### src/rtl/uart_rx_fifo.sv
// ---------------------------------------------------------------------------
// uart_rx_fifo
// Receive buffer that sits directly behind the UART receiver. Each rx_done
// assertion (rising edge only) pushes rx_data into a show-ahead FIFO. The head
// word is offered to the consumer over a valid/ready handshake. Words that
// arrive while the FIFO is full are dropped. A drop sets a sticky overrun flag
// and increments a saturating drop counter.
//
// Ports
//   clk          in   rising-edge system clock
//   reset        in   asynchronous active-low reset
//   rx_data      in   received word, sampled on the rx_done rising edge
//   rx_done      in   frame-complete strobe (any length)
//   rd_ready     in   consumer takes rd_data this cycle
//   clr_overrun  in   clears overrun and drop_count
//   rd_data      out  head-of-FIFO word (valid while rd_valid)
//   rd_valid     out  FIFO non-empty
//   count        out  occupancy 0..DEPTH
//   full         out  count == DEPTH
//   almost_full  out  count >= AFULL_LEVEL
//   overrun      out  sticky: a word has been dropped
//   drop_count   out  saturating count of dropped words
// ---------------------------------------------------------------------------
module uart_rx_fifo #(
  parameter int DATA_BIT    = 8,
  parameter int ADDR_BITS   = 4,
  parameter int DEPTH       = 2**ADDR_BITS,
  parameter int AFULL_LEVEL = 12
) (
  input  logic                 clk,
  input  logic                 reset,
  input  logic [DATA_BIT-1:0]  rx_data,
  input  logic                 rx_done,
  input  logic                 rd_ready,
  input  logic                 clr_overrun,
  output logic [DATA_BIT-1:0]  rd_data,
  output logic                 rd_valid,
  output logic [ADDR_BITS:0]   count,
  output logic                 full,
  output logic                 almost_full,
  output logic                 overrun,
  output logic [7:0]           drop_count
);

  localparam logic [ADDR_BITS:0] DEPTH_C = (ADDR_BITS+1)'(DEPTH);
  localparam logic [ADDR_BITS:0] AFULL_C = (ADDR_BITS+1)'(AFULL_LEVEL);

  logic [DATA_BIT-1:0]  mem_q [DEPTH];
  logic [ADDR_BITS-1:0] wr_ptr_q, wr_ptr_d;
  logic [ADDR_BITS-1:0] rd_ptr_q, rd_ptr_d;
  logic [ADDR_BITS:0]   count_q, count_d;
  logic                 rx_done_q;
  logic                 overrun_q, overrun_d;
  logic [7:0]           drop_count_q, drop_count_d;

  logic wr_evt, pop, wr_ok, drop;

  // One write per rx_done assertion regardless of how long it stays high.
  assign wr_evt = rx_done & ~rx_done_q;
  assign pop    = rd_valid & rd_ready;
  // A pop in the same cycle frees the slot, so a full FIFO can still accept.
  assign wr_ok  = wr_evt & (~full | pop);
  assign drop   = wr_evt & full & ~pop;

  assign rd_valid    = (count_q != '0);
  assign full        = (count_q == DEPTH_C);
  assign almost_full = (count_q >= AFULL_C);
  assign count       = count_q;
  assign rd_data     = mem_q[rd_ptr_q];
  assign overrun     = overrun_q;
  assign drop_count  = drop_count_q;

  always_comb begin
    wr_ptr_d = wr_ptr_q;
    rd_ptr_d = rd_ptr_q;
    count_d  = count_q;
    if (wr_ok) wr_ptr_d = wr_ptr_q + 1'b1;
    if (pop)   rd_ptr_d = rd_ptr_q + 1'b1;
    case ({wr_ok, pop})
      2'b10:   count_d = count_q + 1'b1;
      2'b01:   count_d = count_q - 1'b1;
      default: count_d = count_q;
    endcase
  end

  // A drop coinciding with a clear wins: the new drop is still reported.
  always_comb begin
    overrun_d    = overrun_q;
    drop_count_d = drop_count_q;
    if (drop) begin
      overrun_d = 1'b1;
      if (clr_overrun)
        drop_count_d = 8'd1;
      else if (drop_count_q != 8'hFF)
        drop_count_d = drop_count_q + 8'd1;
    end else if (clr_overrun) begin
      overrun_d    = 1'b0;
      drop_count_d = '0;
    end
  end

  always_ff @(posedge clk or negedge reset) begin
    if (!reset) begin
      wr_ptr_q     <= '0;
      rd_ptr_q     <= '0;
      count_q      <= '0;
      rx_done_q    <= 1'b0;
      overrun_q    <= 1'b0;
      drop_count_q <= '0;
    end else begin
      wr_ptr_q     <= wr_ptr_d;
      rd_ptr_q     <= rd_ptr_d;
      count_q      <= count_d;
      rx_done_q    <= rx_done;
      overrun_q    <= overrun_d;
      drop_count_q <= drop_count_d;
    end
  end

  // Storage is not reset.
  always_ff @(posedge clk) begin
    if (wr_ok) mem_q[wr_ptr_q] <= rx_data;
  end

endmodule

### config.mk
export PLATFORM = sky130hd
export DESIGN_NAME = uart_rx_fifo
export DESIGN_NICKNAME = d
export VERILOG_FILES = /design/src/rtl/uart_rx_fifo.sv
export SDC_FILE = /design/constraint.sdc
export NUM_CORES = 1
export LEC_CHECK = 0
export ABC_AREA = 1
export CORE_MARGIN = 5
export CORE_UTILIZATION = 35
export CTS_CLUSTER_DIAMETER = 120
export DETAILED_ROUTE_END_ITERATION = 12
export PLACE_DENSITY = 0.48
export RECOVER_POWER = 50
export REMOVE_ABC_BUFFERS = 1
export SETUP_SLACK_MARGIN = 0.05
export SKIP_CTS_REPAIR_TIMING = 1
export SLEW_MARGIN = 20
export SYNTH_ARGS = -nofsm -noshare
export SYNTH_HDL_FRONTEND = slang
export SYNTH_SLANG_ARGS = --single-unit
### constraint.sdc
create_clock -name clk -period 1.95 [get_ports clk]
set_input_delay 0.195 -clock clk [delete_from_list [all_inputs] [get_ports clk]]
set_output_delay 0.195 -clock clk [all_outputs]
set_load 0.01 [all_outputs]
==> results_dict.tcl, run 1 <==
# collected from the flow reports
set metrics [dict create \
    synth.top_cells.by_count "edfxtp_1, nor2_1, nand2_1, o21ai_0, inv_1" \
    detailedPlace.worstSlack_ns -0.141 \
    maximum_number_of_pins_on_one_net_before_global_route_repair 38 \
    drcViolationCount 0 \
    r2r-end "count[4]" \
    layout_top_cells_excl_fill_tap "edfxtp_1, nor2_1, nand2_1" \
    seq_area_frac 0.540 \
    largest-register "mem_q" \
    port-buffer-count 37 \
    clock_buffer_instance_count_of_the_final_layout 19 \
    slew_at_the_pin_closest_to_its_max_slew_limit_ns 1.38 \
    vias_in_the_first_global_route 4360 \
    rr_startpoint "count[0]" \
    nFlopsAndLatches 151 \
    p_seq_mw 3.96 \
    setup_violations 10 \
    fin_total_pwr_mw 11.6 \
    worstHoldPathType "primary input to register" \
    comb_power_share 0.390 \
    total_count_of_hold_check_failures_in_the_final_report 0 \
    boundaryPins 38 \
    areaGrowthSynthToFinish_pct 28.3 \
    num-nonclk-inverters 31 \
    ys_cells 503 \
    sw_frac_of_total 0.348 \
    dp.final_hpwl_um 10100 \
    edf_count 128 \
    vias_per_cell 5.07 \
    power_top_consumer "combinational logic" \
    finalWorstSetupSlack_ns -0.188 \
    synth.yosys.warnings 0 \
    n_all_buffers 101 \
    met3_length_um 519 \
    cts.sink_count 151 \
    syn_avg_cell_area_um2 12.7 \
    gp_routability_congestion 0.799 \
    regToRegSetupSlack_ns -0.03 \
    critical_path_buf_inv_count 3 \
    max_cap_violations 0 \
    seq_area_frac_synth 0.692 \
    chipHeight_um 145 \
    power_per_cell_area_nw_per_um2 1410 \
    ff2ff_path_depth 12 \
    power_frac_seq 0.342 \
    crit_path_max_fanout 5 \
    violated_checks "negative setup slack" \
    sequential_cell_area_um2 4420 \
    fmax_mhz 468 \
    num_tap_cells 229 \
    drive_above_1_share 0.215 \
    initCoreUtil 0.355 \
    timing.setup.critical_path_class "register to output pin" \
    outcome "finished with violations" \
    comb.multi_input.count 298 \
    whs_ns 0.357 \
    openroad.warnings 29 \
    worstSetupEndpointType "output pin" \
    synthXorXnorAreaFrac 0.0110 \
    routed_wirelength_normalized_by_instance_count_um 18.7 \
    netlist.area_leader.share 0.602 \
    clock-skew-final_ns 0.00738 \
    layout.nonclk_buf_frac 0.117 \
    required_ns 1.75 \
    hold_path_end "rx_done_q" \
    clock_area_frac 0.0680 \
    area_dominant_class "registers" \
    max-clock-path-buffers 2 \
    ys_ff 151 \
    synthSimpleGateAreaFrac 0.112 \
    power.net_switching_mw 4.03 \
    grt_first_pass_wirelength_um 23900 \
    top_logic_kind "simple AND/OR/NAND/NOR gates" \
    clkTransAtPathRegs_ns 0.06 \
    grt-busiest-layer "met2" \
    htreeDepth 4 \
    timing.final.crit_share 1.10 \
    placed_area_um2 7400 \
    worst_slew_margin_rel 0.0802 \
    final_core_utilization 0.456 \
]
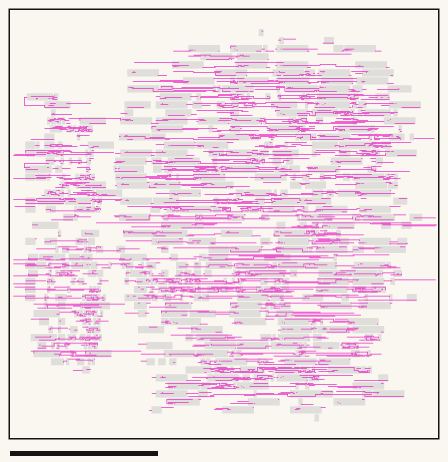
**Above:** run 1 (signal wires on met1).
Bar = 50 um.
nets with wire on the layer: 587
main direction: horizontal
longest straight run: 49.2 um
via count: 4272
Routed Wire Length: 15800 um

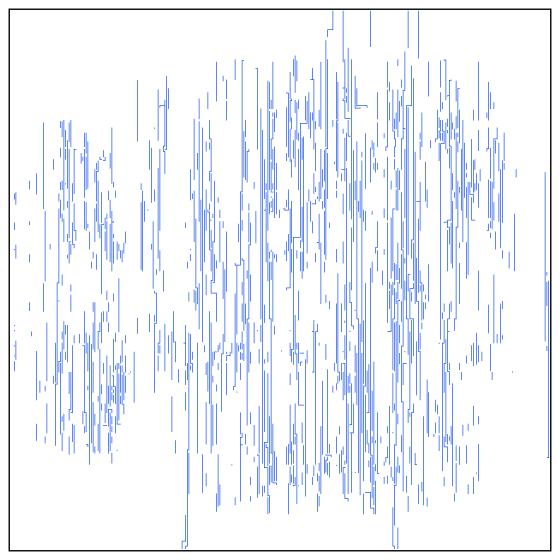
**Above:** run 1 (met2 routing).
wire length on this layer: 7790 um
nets with wire on the layer: 504
longest straight run: 89.4 um
main direction: vertical
share of all routed wire: 49%
met2 global-route usage: 0.236

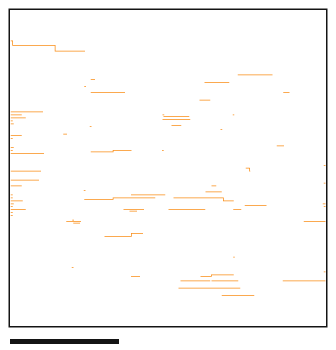
**Above:** run 1 (metal 3).
Bar = 50 um.
share of all routed wire: 3.3%
wire length on this layer: 519 um
main direction: horizontal
nets with wire on the layer: 51
Global Route met3 Usage: 0.0318

**Run 1: signal wires on met4**

Bar = 50 um.
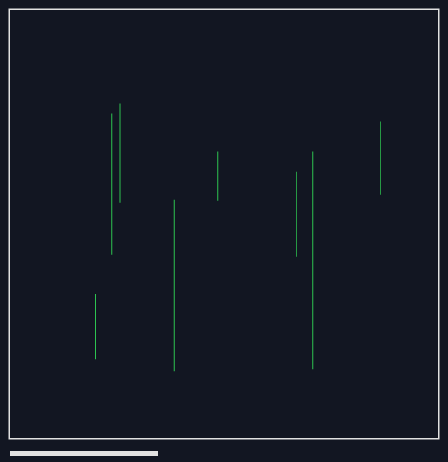

==> run 2, diff against run 1 <==
--- a/config.mk
+++ b/config.mk
@@ -6,11 +6,13 @@
 export NUM_CORES = 1
 export LEC_CHECK = 0
 export ABC_AREA = 1
+export CELL_PAD_IN_SITES_DETAIL_PLACEMENT = 1
+export CELL_PAD_IN_SITES_GLOBAL_PLACEMENT = 2
 export CORE_MARGIN = 5
 export CORE_UTILIZATION = 35
 export CTS_CLUSTER_DIAMETER = 120
 export DETAILED_ROUTE_END_ITERATION = 12
-export PLACE_DENSITY = 0.48
+export PLACE_DENSITY = 0.65
 export RECOVER_POWER = 50
 export REMOVE_ABC_BUFFERS = 1
 export SETUP_SLACK_MARGIN = 0.05
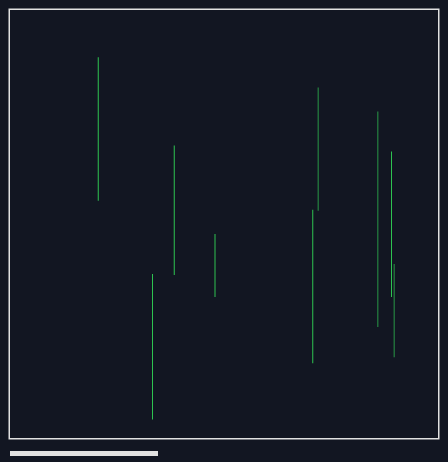
**Above:** run 2 (signal wires on met4).
Bar = 50 um.
longest straight run: 72.8 um
nets with wire on the layer: 6
main direction: vertical
share of all routed wire: 2.3%
wire length on this layer: 408 um
via count: 4380
Routed Wire Length: 17400 um

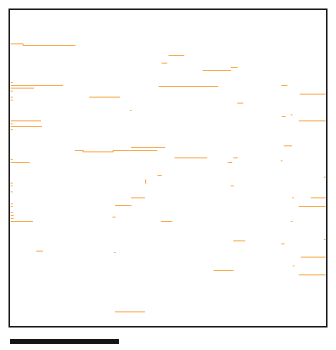
**Above:** run 2 (metal 3).
Bar = 50 um.
main direction: horizontal
nets with wire on the layer: 42
wire length on this layer: 393 um
Global Route met3 Usage: 0.0324

==> results_dict.tcl, run 2 <==
# collected from the flow reports
set metrics [dict create \
    fmax_mhz 491 \
    vias_in_the_first_global_route 4653 \
    netlist.area_leader.share 0.602 \
    timing.setup.critical_path_class "register to output pin" \
    r2r-end "drop_count[4]" \
    num-nonclk-inverters 31 \
    drive_above_1_share 0.218 \
    worstHoldPathType "primary input to register" \
    ys_ff 151 \
    dp.final_hpwl_um 11300 \
    fin_total_pwr_mw 11.8 \
    max-clock-path-buffers 2 \
    outcome "finished with violations" \
    p_seq_mw 3.96 \
    power_top_consumer "combinational logic" \
    initCoreUtil 0.355 \
    final_core_utilization 0.461 \
    ys_cells 503 \
    whs_ns 0.351 \
    detailedPlace.worstSlack_ns -0.139 \
    comb_power_share 0.386 \
    power_frac_seq 0.336 \
    areaGrowthSynthToFinish_pct 29.7 \
    setup_violations 10 \
    timing.final.crit_share 1.04 \
    finalWorstSetupSlack_ns -0.0854 \
    slew_at_the_pin_closest_to_its_max_slew_limit_ns 1.37 \
    grt-busiest-layer "met2" \
    critical_path_buf_inv_count 3 \
    openroad.warnings 29 \
    num_tap_cells 229 \
    synthSimpleGateAreaFrac 0.112 \
    clkTransAtPathRegs_ns 0.06 \
    drcViolationCount 0 \
    seq_area_frac_synth 0.692 \
    regToRegSetupSlack_ns -0.03 \
    violated_checks "negative setup slack" \
    power_per_cell_area_nw_per_um2 1430 \
    maximum_number_of_pins_on_one_net_before_global_route_repair 26 \
    synth.top_cells.by_count "edfxtp_1, nor2_1, nand2_1, o21ai_0, inv_1" \
    required_ns 1.75 \
    top_logic_kind "simple AND/OR/NAND/NOR gates" \
    total_count_of_hold_check_failures_in_the_final_report 0 \
    clock_area_frac 0.0706 \
    hold_path_end "rx_done_q" \
    clock_buffer_instance_count_of_the_final_layout 18 \
    nFlopsAndLatches 151 \
    synth.yosys.warnings 0 \
    port-buffer-count 37 \
]
==> run 3, diff against run 2 <==
--- a/config.mk
+++ b/config.mk
@@ -11,6 +11,7 @@
 export CORE_MARGIN = 5
 export CORE_UTILIZATION = 35
 export CTS_CLUSTER_DIAMETER = 120
+export CTS_CLUSTER_SIZE = 14
 export DETAILED_ROUTE_END_ITERATION = 12
 export PLACE_DENSITY = 0.65
 export RECOVER_POWER = 50
@@ -21,3 +22,4 @@
 export SYNTH_ARGS = -nofsm -noshare
 export SYNTH_HDL_FRONTEND = slang
 export SYNTH_SLANG_ARGS = --single-unit
+export TNS_END_PERCENT = 50
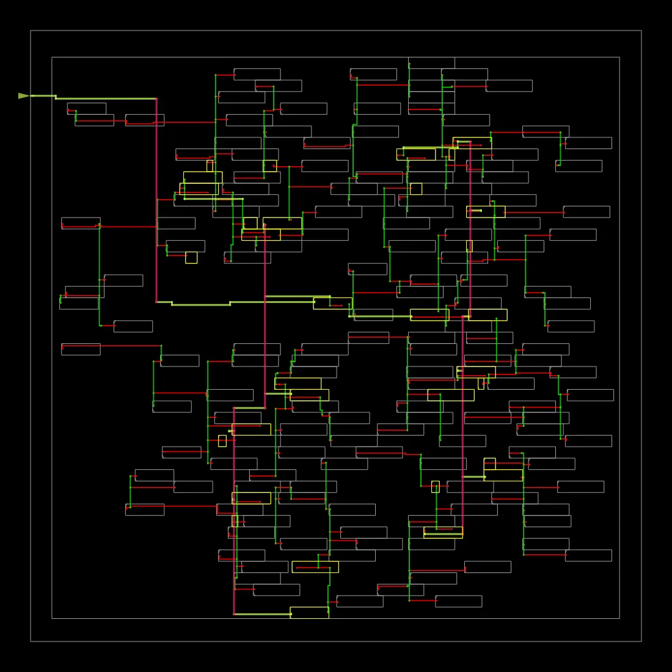
**Above:** run 3 (clock wiring as the flow saved it).
clock buffer instance count of the final layout: 18
number of sinks handled by clock tree synthesis: 151
Power Clock: 3.29 mW
worst setup skew after layout: 0.00869 ns

==> results_dict.tcl, run 3 <==
# collected from the flow reports
set metrics [dict create \
    outcome "finished with violations" \
    violated_checks "negative setup slack" \
    comb_power_share 0.386 \
    fin_total_pwr_mw 11.8 \
    critical_path_buf_inv_count 3 \
    synth.yosys.warnings 0 \
    area_dominant_class "registers" \
    vias_per_cell 5.17 \
    r2r-end "drop_count[4]" \
    boundaryPins 38 \
    ff2ff_path_depth 8 \
    timing.final.crit_share 1.04 \
    required_ns 1.75 \
    total_count_of_hold_check_failures_in_the_final_report 0 \
    vias_in_the_first_global_route 4653 \
    dp.final_hpwl_um 11300 \
    netlist.area_leader.share 0.602 \
    syn_avg_cell_area_um2 12.7 \
    port-buffer-count 37 \
    detailedPlace.worstSlack_ns -0.139 \
    whs_ns 0.351 \
    power.net_switching_mw 4.04 \
    chipHeight_um 145 \
    synthSimpleGateAreaFrac 0.112 \
    fmax_mhz 491 \
    num_vias 4380 \
    clkTransAtPathRegs_ns 0.06 \
    drive_above_1_share 0.218 \
    layout.nonclk_buf_frac 0.124 \
    rr_startpoint "count[1]" \
    synthXorXnorAreaFrac 0.0110 \
    setup_violations 10 \
    synth.top_cells.by_count "edfxtp_1, nor2_1, nand2_1, o21ai_0, inv_1" \
    placed_area_um2 7500 \
    worstSetupEndpointType "output pin" \
    sw_frac_of_total 0.342 \
    sequential_cell_area_um2 4420 \
    timing.setup.critical_path_class "register to output pin" \
    ys_cells 503 \
    maximum_number_of_pins_on_one_net_before_global_route_repair 26 \
    edf_count 128 \
    max_cap_violations 0 \
    n_all_buffers 106 \
    finalWorstSetupSlack_ns -0.0854 \
    grt_first_pass_wirelength_um 26600 \
    met3_length_um 393 \
    seq_area_frac 0.534 \
    drcViolationCount 0 \
    comb.multi_input.count 298 \
    nFlopsAndLatches 151 \
    final_core_utilization 0.461 \
]
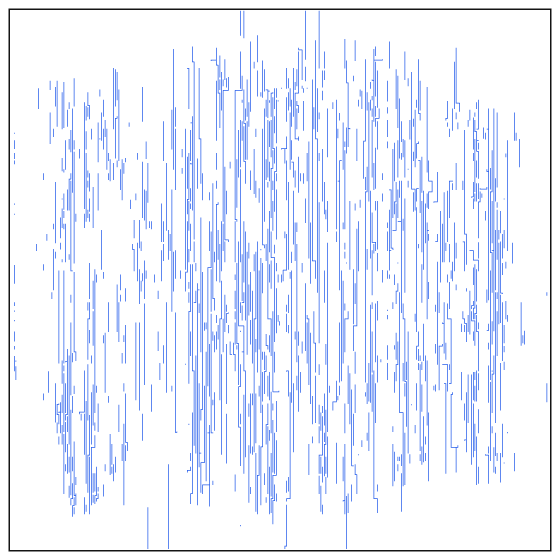
**Above:** run 3 (met2 routing).
nets with wire on the layer: 538
longest straight run: 59.7 um
met2 global-route usage: 0.274

Power is estimated from default activity; no workload was simulated.
